==> config.mk <==
export PLATFORM = sky130hd
export DESIGN_NAME = jesd204_dac_cfg
export DESIGN_NICKNAME = d
export VERILOG_FILES = /design/src/rtl/jesd204_dac_cfg_pkg.sv /design/src/rtl/jesd204_dac_cfg.sv
export SDC_FILE = /design/constraint.sdc
export NUM_CORES = 1
export LEC_CHECK = 0
export CORE_MARGIN = 2
export CORE_UTILIZATION = 53
export CTS_CLUSTER_DIAMETER = 200
export CTS_CLUSTER_SIZE = 20
export DETAILED_ROUTE_END_ITERATION = 8
export PLACE_DENSITY = 0.85
export SLEW_MARGIN = 30
export SYNTH_ARGS = -nofsm -noshare
export SYNTH_HDL_FRONTEND = slang
export SYNTH_SLANG_ARGS = --single-unit
==> constraint.sdc <==
create_clock -name clk_50m_bufg -period 8.6 [get_ports clk_50m_bufg]
set_clock_uncertainty 0.2 [all_clocks]
set_input_delay 0.86 -clock clk_50m_bufg [delete_from_list [all_inputs] [get_ports clk_50m_bufg]]
set_output_delay 0.86 -clock clk_50m_bufg [all_outputs]
set_load 0.005 [all_outputs]
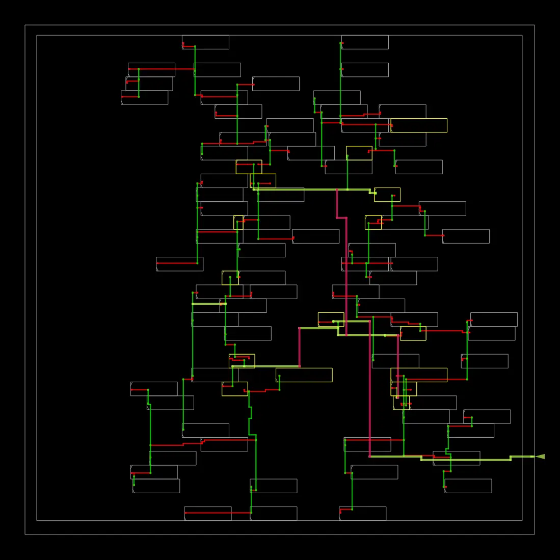
Fig. 1. Clock nets (run 1).
number of clock buffers in the layout: 9
number of CTS-inserted buffers: 9
latest clock arrival within the worst-skew pair: 0.34 ns

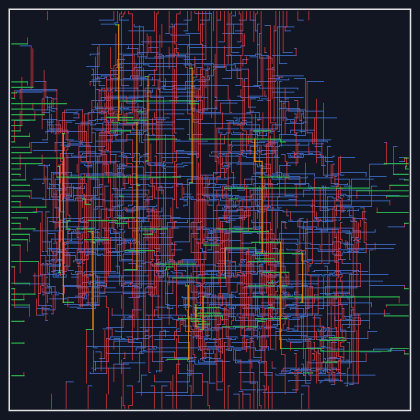
Fig. 2. Metal layers overlaid (run 1).
Scale: 4 px per um.
Key: met3 = green [wire length 707 um]; met4 = orange [wire length 312 um]; met2 = red [wire length 6340 um]; met1 = blue [wire length 4960 um]
overall routing resource usage: 0.250
final wirelength: 12.3 mm
total via count in the routed design: 4473

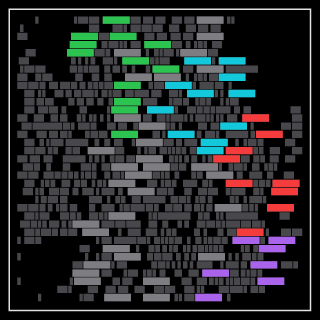
Fig. 3. Register map, names as in the netlist (run 1).
Scale: 3 px per um.
Key: gap = purple [placed flops 7, where south-east]; pcnt = red [placed flops 9, where east]; m_axi_wdata = green [placed flops 12]; tmo = cyan [placed flops 11]
Another 32 sequential cells are not coloured.
area used by sequential logic in the layout: 1780 um2
reported sequential group power: 491 uW

==> notes.md <==
Physical design

The run finished with clean final reports. The total setup buffers inserted after CTS stands at 0. The maximum buffer depth of the clock tree stands at 2. The final worst-path cycle share stands at 0.448.

The synthesis report names the predominant flop master as sky130_fd_sc_hd__dfrtp_1. The total of warnings raised by yosys stands at 0. Adding up every negative setup slack in the final design gives 0 ns. The worst relative slew slack stands at 0.450. The filler cell count stands at roughly 730. The share of synthesized registers carrying an async set or reset stands at 1.00. The script logs the mean routed wire length per placed instance as about 16 um. The number of library cell types mapped by synthesis stands at 70. Clock tree synthesis selected as its root buffer the cell sky130_fd_sc_hd__clkbuf_8. The global routing report lists met1 layer usage as 0.308. The count of hold buffers inserted by post-cts repair stands at 0. TritonCTS built the clock tree.

The netlist area before placement stands at 4880 um2. The power report puts the net switching power at 457 uW. The worst setup path is launched from a flip-flop. The global route total overflow stands at 0. The register with the most flip-flops in the layout has 12 of them.

The floorplan step records an initial core utilization of 0.538. In the layout the commonest cells are sky130_fd_sc_hd__clkdlybuf4s50_1 (100), sky130_fd_sc_hd__dfrtp_1 (71), sky130_fd_sc_hd__nand2_1 (66). The area of combinational cells with multiple inputs stands at 2650 um2. The time the final worst path needs with I/O delays and setup stands at 3.85 ns. The count of max-cap constraint violations stands at 0.

The via density per instance stands at 5.96. The required time reported for the critical path endpoint stands at between 8 and 9 ns. The switching share of power stands at 0.366. The proportion of power drawn by the clock network stands at 0.259. In the routed design, unresolved DRC markers number 0.

The count of non-filler cells in the finished layout stands at ~750. The worst setup path is captured at a flip-flop. The global router reports that the layer with the highest usage is met2. The internal power contribution stands at 794 uW.

The number of placed cells counting well taps stands at 735. The final setup violation count stands at 0. The flow reported a cell area power density of 211 nW/um2. According to the I/O placement log, the pin count is 120. The tightest min-delay check is of the reg -> reg type. The number of standard cells after synthesis stands at 569. Per the post-route antenna check, the number of violating nets is 0. The sequential-to-total area share from yosys stat stands at 0.364. The critical path in this run is classified as reg -> reg. The leakage dissipation stands at 2.34 nW. The worst hold path was traced through 2 stages. From bottom edge to top edge, the die measures 99.9 um. The chip occupies approximately 10000 um2.

The met3 global-route usage stands at 0.0418. The number of standard-cell rows in the floorplan stands at 35. The number of antenna violations at the first check in global routing came to 0. The final net count stands at ~690. Synthesis inferred 71 register bits.

The worst register-to-register path has a depth of 8. The total number of H-tree levels stands at 3. For reference, the post-synthesis area per instance comes to roughly 8.6 um2.

The core region is 9060 um2.
==> run 1: synth_stat cells, drive strengths merged, types with 3 or more instances <==
cell	instances	area, um2
nand2	66	248
o21a	6	45.0
xnor2	12	105
a21oi	26	130
mux2i	15	150
o31ai	4	48.8
nand2b	10	62.6
nor2b	7	43.8
a21o	3	22.5
clkbuf	18	67.6
o21ai	42	210
a211o	3	26.3
nor2	45	171
or4	5	37.5
buf	48	367
xor2	8	70.1
nor4	11	105
dfrtp	71	1780
a211oi	5	42.5
or3	13	86.3
a31oi	7	58.8
and3	5	31.3
o31a	3	26.3
nor3b	4	30.0
nor4b	3	26.3
nand4	12	81.3
o22ai	3	18.8
nand3	13	65.1
nor3	20	105
o2bb2ai	5	43.8
or2	3	18.8
o21bai	3	22.5
inv	23	86.3
o211ai	12	90.1
ha	9	113
==> run 1: metrics by stage <==
step                      hold slack [ns]  cell area [um2]  setup slack [ns]  total power, mW  utilization
after global routing                0.313             5940              4.50             1.33        0.655
after CTS                           0.286             5930              4.74             1.25        0.654
after detailed placement            0.269             5690              4.55            0.925        0.627
after floorplan                     0.273             4940              5.43            0.767            -
final                               0.280             5940              4.75             1.25        0.655
after global placement              0.262             5680              4.29            0.897        0.626
==> run 1: routing by layer <==
metal / share of wire / vias up
li1: - / 2104
met1: 0.40 / 2146
met2: 0.51 / 192
met3: 0.057 / 31
met4: 0.025 / 0
met5: 0 / -
==> run 1: final cells by class <==
type / count / area share
Multi-Input combinational cell: 425 / 0.447
Clock inverter: 7 / 0.0204
Inverter: 24 / 0.0152
Clock buffer: 9 / 0.0209
Timing Repair Buffer: 104 / 0.174
Sequential cell: 71 / 0.299
Tap cell: 111 / 0.0234
==> run 1: power groups by stage <==
| stage | registers (mW) | clock network [mW] | logic [mW] |
|---|---|---|---|
| finish | 0.491 | 0.324 | 0.437 |
| global route | 0.501 | 0.343 | 0.483 |
| CTS | 0.488 | 0.326 | 0.435 |
| detailed placement | 0.493 | 0 | 0.432 |
| global placement | 0.487 | 0 | 0.410 |
| floorplan | 0.451 | 0 | 0.316 |
==> run 1: critical path: stages (launching register included) <==
cell	delay, ns
sky130_fd_sc_hd__dfrtp_1	0.46
sky130_fd_sc_hd__ha_1	0.51
sky130_fd_sc_hd__inv_1	0.17
sky130_fd_sc_hd__nor2_1	0.53
sky130_fd_sc_hd__and3_1	0.24
sky130_fd_sc_hd__o2111ai_1	0.30
sky130_fd_sc_hd__nor4_4	0.53
sky130_fd_sc_hd__a31oi_4	0.36
sky130_fd_sc_hd__o311a_1	0.45
==> run 1: cells by family (layout without fill, tap and decap cells) <==
logic type                 count (synthesis)  count (layout)  share of synthesized area
DFF                                       71              71                      0.364
other                                      1              18                   0.000769
muxes                                     15              15                     0.0308
buffers and inverters                     90             144                      0.107
xor gates and xnor gates                  20              20                     0.0359
AOI/OAI and AO/OA                        137             137                      0.194
and+or+nand+nor                          226             226                      0.244
adders and majority gates                  9               9                     0.0231
Power is estimated from default activity; no workload was simulated.
